===== config.mk =====
export PLATFORM = sky130hd
export DESIGN_NAME = program_memory
export DESIGN_NICKNAME = d
export VERILOG_FILES = /design/src/rtl/program_memory.sv
export SDC_FILE = /design/constraint.sdc
export NUM_CORES = 1
export LEC_CHECK = 0
export CORE_AREA = 3 3 163 165
export DETAILED_ROUTE_END_ITERATION = 10
export DIE_AREA = 0 0 166 168
export PLACE_DENSITY = 0.47
export SYNTH_ARGS = -nofsm -noshare
export SYNTH_HDL_FRONTEND = slang
export SYNTH_SLANG_ARGS = --single-unit

===== constraint.sdc =====
create_clock -name clk -period 3.3 [get_ports clk]
set_input_delay 0.825 -clock clk [delete_from_list [all_inputs] [get_ports clk]]
set_output_delay 0.825 -clock clk [all_outputs]
set_load 0.02 [all_outputs]

===== src/rtl/program_memory.sv =====
`default_nettype none
// ============================================================================
// Module   : program_memory
// Purpose  : Writable instruction store. After reset it fills every word with
//            NOP_WORD. It then accepts a program streamed over a valid/ready
//            load port and serves instruction fetches with a registered
//            1-cycle read.
// Ports    : clk, rst           - clock, synchronous active-high reset
//            fetch_req/addr     - fetch request from the program counter
//            fetch_valid/instr  - registered fetch result, one cycle later
//            load_start         - begin a new program load (READY only)
//            load_valid/last/data, load_ready - program word stream
//            load_count         - words accepted by the current/last load
//            load_err           - sticky overflow flag, cleared by load_start
//            mem_ready          - store is READY and serving fetches
// Revision : 1.0 - initial release
// ============================================================================
module program_memory #(
  parameter int unsigned       ADDR_W   = 4,
  parameter int unsigned       DATA_W   = 8,
  parameter logic [DATA_W-1:0] NOP_WORD = '0
) (
  input  logic              clk,
  input  logic              rst,
  input  logic              fetch_req,
  input  logic [ADDR_W-1:0] fetch_addr,
  output logic              fetch_valid,
  output logic [DATA_W-1:0] fetch_instr,
  input  logic              load_start,
  input  logic              load_valid,
  input  logic              load_last,
  input  logic [DATA_W-1:0] load_data,
  output logic              load_ready,
  output logic [ADDR_W:0]   load_count,
  output logic              load_err,
  output logic              mem_ready
);

  localparam int unsigned       DEPTH     = 2 ** ADDR_W;
  localparam logic [ADDR_W-1:0] LAST_ADDR = {ADDR_W{1'b1}};
  localparam logic [ADDR_W:0]   FULL_CNT  = {1'b1, {ADDR_W{1'b0}}};

  typedef enum logic [1:0] {
    ST_CLEAR = 2'd0,
    ST_READY = 2'd1,
    ST_LOAD  = 2'd2
  } state_e;

  state_e            state_q, state_d;
  logic [ADDR_W-1:0] clr_ptr_q, clr_ptr_d;
  logic [ADDR_W-1:0] wr_ptr_q, wr_ptr_d;
  logic [ADDR_W:0]   load_count_q, load_count_d;
  logic              load_err_q, load_err_d;
  logic              fetch_valid_q, fetch_valid_d;
  logic [DATA_W-1:0] fetch_instr_q, fetch_instr_d;
  logic              load_ready_q, load_ready_d;

  logic [DATA_W-1:0] mem_q [DEPTH];

  logic              mem_we;
  logic [ADDR_W-1:0] mem_waddr;
  logic [DATA_W-1:0] mem_wdata;

  always_comb begin
    state_d       = state_q;
    clr_ptr_d     = clr_ptr_q;
    wr_ptr_d      = wr_ptr_q;
    load_count_d  = load_count_q;
    load_err_d    = load_err_q;
    fetch_valid_d = 1'b0;
    fetch_instr_d = fetch_instr_q;
    mem_we        = 1'b0;
    mem_waddr     = '0;
    mem_wdata     = NOP_WORD;

    case (state_q)
      ST_CLEAR: begin
        // One word per cycle; the pointer wraps back to zero on exit.
        mem_we    = 1'b1;
        mem_waddr = clr_ptr_q;
        mem_wdata = NOP_WORD;
        clr_ptr_d = clr_ptr_q + 1'b1;
        if (clr_ptr_q == LAST_ADDR) begin
          state_d = ST_READY;
        end
      end

      ST_READY: begin
        if (fetch_req) begin
          fetch_instr_d = mem_q[fetch_addr];
          fetch_valid_d = 1'b1;
        end
        // A fetch in the same cycle as load_start is still served above.
        if (load_start) begin
          wr_ptr_d     = '0;
          load_count_d = '0;
          load_err_d   = 1'b0;
          state_d      = ST_LOAD;
        end
      end

      ST_LOAD: begin
        if (load_valid && load_ready_q) begin
          mem_we    = 1'b1;
          mem_waddr = wr_ptr_q;
          mem_wdata = load_data;
          wr_ptr_d  = wr_ptr_q + 1'b1;
          if (load_count_q != FULL_CNT) begin
            load_count_d = load_count_q + 1'b1;
          end
          if (load_last) begin
            state_d = ST_READY;
          end else if (wr_ptr_q == LAST_ADDR) begin
            // Store is full but the stream did not end: flag overflow.
            state_d    = ST_READY;
            load_err_d = 1'b1;
          end
        end
      end

      default: begin
        state_d = ST_CLEAR;
      end
    endcase

    // Registered copy of "next state is LOAD" so load_ready never depends
    // combinationally on load_valid.
    load_ready_d = (state_d == ST_LOAD);
  end

  always_ff @(posedge clk) begin
    if (rst) begin
      state_q       <= ST_CLEAR;
      clr_ptr_q     <= '0;
      wr_ptr_q      <= '0;
      load_count_q  <= '0;
      load_err_q    <= 1'b0;
      fetch_valid_q <= 1'b0;
      fetch_instr_q <= NOP_WORD;
      load_ready_q  <= 1'b0;
    end else begin
      state_q       <= state_d;
      clr_ptr_q     <= clr_ptr_d;
      wr_ptr_q      <= wr_ptr_d;
      load_count_q  <= load_count_d;
      load_err_q    <= load_err_d;
      fetch_valid_q <= fetch_valid_d;
      fetch_instr_q <= fetch_instr_d;
      load_ready_q  <= load_ready_d;
    end
  end

  // Storage array has no reset; the CLEAR pass initialises it.
  always_ff @(posedge clk) begin
    if (mem_we && !rst) begin
      mem_q[mem_waddr] <= mem_wdata;
    end
  end

  assign fetch_valid = fetch_valid_q;
  assign fetch_instr = fetch_instr_q;
  assign load_ready  = load_ready_q;
  assign load_count  = load_count_q;
  assign load_err    = load_err_q;
  assign mem_ready   = (state_q == ST_READY);

endmodule
`default_nettype wire


Figure 1. Signal wires on met1.
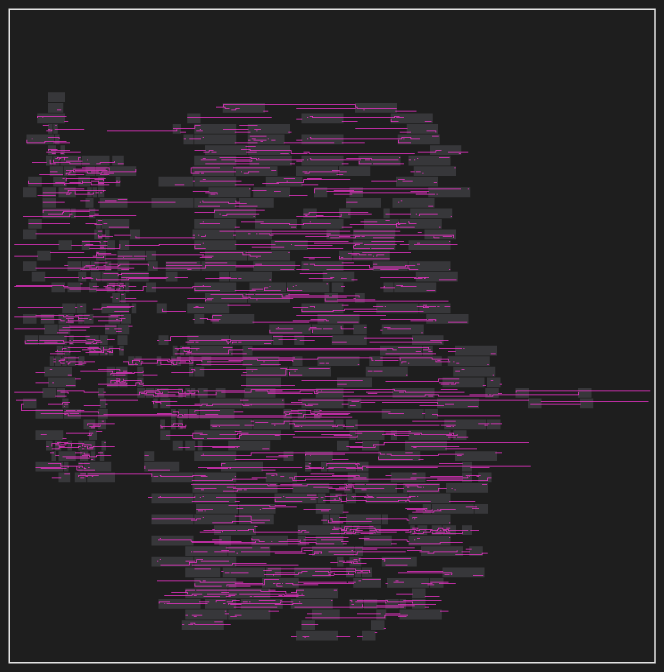
The longest straight run is 59.3 um. 432 nets have wire on it. The wires run mostly horizontal. The layer carries 6,590 um of wire.
total wire length: 14,400 um
detailed-route via count: 3,426
met1 Usage GRT: 13.9%

Figure 2. The metal 2 layer.
The bar under the picture is 50 um long.
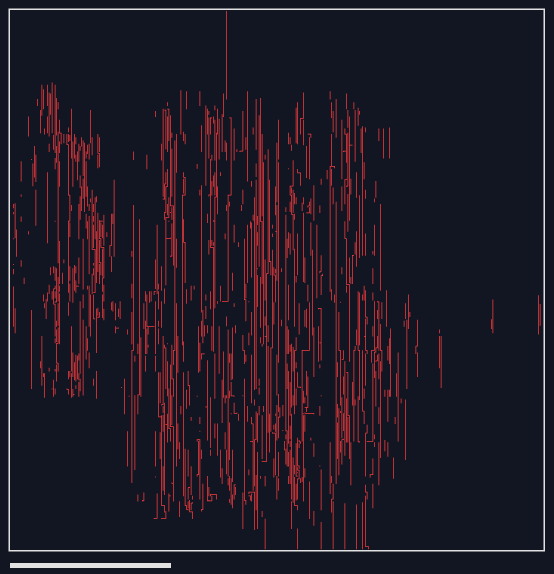
The wires run mostly vertical. The layer holds 49% of the routed length. 389 nets have wire on it. The layer carries 7,060 um of wire. The longest straight run is 87.7 um.
met2 usage: 17.4%

Figure 3. M3 wires.
The bar under the picture is 50 um long.
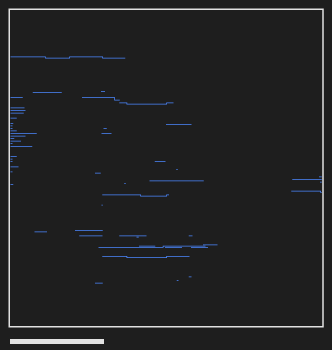
The longest straight run is 34.3 um. The layer holds 3.7% of the routed length. The wires run mostly horizontal. The layer carries 537 um of wire.
met3 usage: 2.58%

Figure 4. Metal 4.
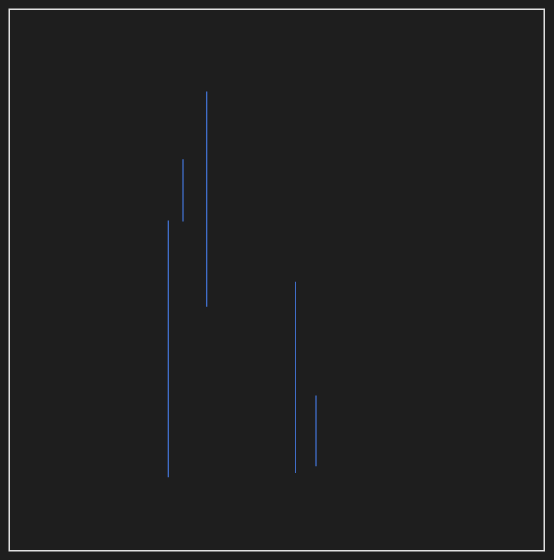
The layer holds 1.7% of the routed length. 3 nets have wire on it. The wires run mostly vertical. The layer carries 246 um of wire. The longest straight run is 79.6 um.

==> metrics.cfg <==
[status]
status = finished, final reports clean

[synth]
logic_family = multiplexers
xor_share_pct = 1.11
ys_sh_aoi_pct = 5.25
edf_count = 128
ys_ff = 154
synth.avg_cell_area_sq_um = 16.9
ys_chip_area_sq_um = 6290
adder_share_pct = 0.796
yosys.area.top_type_share_pct = 61.1
async_flop_share_pct = 0
synth_top_cell_by_area = edfxtp_1
synth_cells = 372
common_cells = edfxtp_1 (128), nor2_1 (29), dfxtp_1 (26)
mux_area_share_pct = 14.0
topCellsByArea = edfxtp_1 (61%), dfxtp_1 (8.3%), mux4_1 (6.3%), mux4_2 (3.9%), mux2i_1 (3.2%)
ys_cells = 372
synth_seq_share_pct = 69.4

[routing]
antenna_left = 0
wl_met2_um = 7060
drt_first_pass_iters = 4
dr_wl_met3_um = 537
avgViaCountPerCell = 4.38
drt-initial-drc-count = 274
wl_met1_um = 6590
drc_errors = 0
routed.top_layer = met4

[clock_network]
cts_sinks = 154
cts_hold_buf = 0
cts_tree = built
numCtsBuffers = 17
htree_levels = 4
cts_resized = 0
clkTransAtPathRegs_ps = 60
cts_root_buf = clkbuf_16
clk_path_buf_depth = 2
insertion_delay_ps = 420

[global_route]
grt_max_degree = 27
antenna_found_initial = 0
grt_pass1_wl_um = 22300
gr-total-overflow = 0
grt-busiest-layer = met2

[final_layout]
sh_seq_area_pct = 56.4
logic_gates = 192
syn_to_final_growth_pct = 23.1
seq_cells = 154
largest_class = flip-flops and latches
largest_reg_flops = 128
stdcell_count = 782
final.fill_count = 2463
comb_share_pct = 22.8
logic_area_sq_um = 1760
fin_util_pct = 30.7
final-clk-cell-share_pct = 7.47
mostFrequentLayoutCell = edfxtp_1
final_area_sq_um = 7740
buffers = 67
largest_register = mem_q
inv_count = 7
seqCellArea_sq_um = 4360
drive_gt1_share_pct = 18.6
buffer_area_share_pct = 7.70

[min_path]
whs_path_depth = 2
holdPathEnd = load_err
hold_class = flop to flop
timing.hold.worst.start = load_err

[final_timing]
rsz0062_at_grt = false
finalHoldViolCount = 0
min_period_ps = 2720
slew_headroom_pct = 65.4
fin_ws_ps = 578
maxSlewViolCount = 0
finalClockSkew_ps = 7.39
whs_ps = 472
setup_viol = 0
post-route-period-util_pct = 82.5

[power]
comb_power_share_pct = 4.0
p_leak_nw = 2.86
p_int_mw = 3.29
pwr-share-seq_pct = 50.7
p_clk_mw = 1.88
clkPwrFrac_pct = 45.4
seq-power_mw = 2.10
switching_share_pct = 20.9
finalPower_mw = 4.15
switchingPower_mw = 0.866
pg_comb_mw = 0.164

[flow_run]
tool_warnings = 27
maxCapViolCount = 0

[floorplanning]
die_w_um = 166
ios = 35
tapCellCount = 330
core_area_sq_um = 25200
fp.dieH_um = 168
die-area_sq_um = 27900
fp-utilization_pct = 25.0
fp-row-count = 58

[setup_path]
crit_cells = 2
r2r-end = mem_q[1][2]
critPathCaptureType = output pin
rr_startpoint = state_q[1]
worstPathRequired_ps = 2470
path_cells = nor2b_1 > clkdlybuf4s50_1
crit_slowest_cell = clkdlybuf4s50_1
cpLargestDelayFamily = buffers and inverters
crit_buf_inv = 1
cp.arrival_ps = 1900
cp_max_fo = 13
reg2regPathDepth = 5
r2r_slack_ps = 1280
crit_path_end = mem_ready
worstSetupPathType = flop to output pin

[placement]
place_ws_ps = 508
place_inst = 750
place_area_sq_um = 7160
io_buffer_count = 34
dp_hpwl_um = 9910

Power figures rest on the tool's default switching activity, not on a simulated workload.
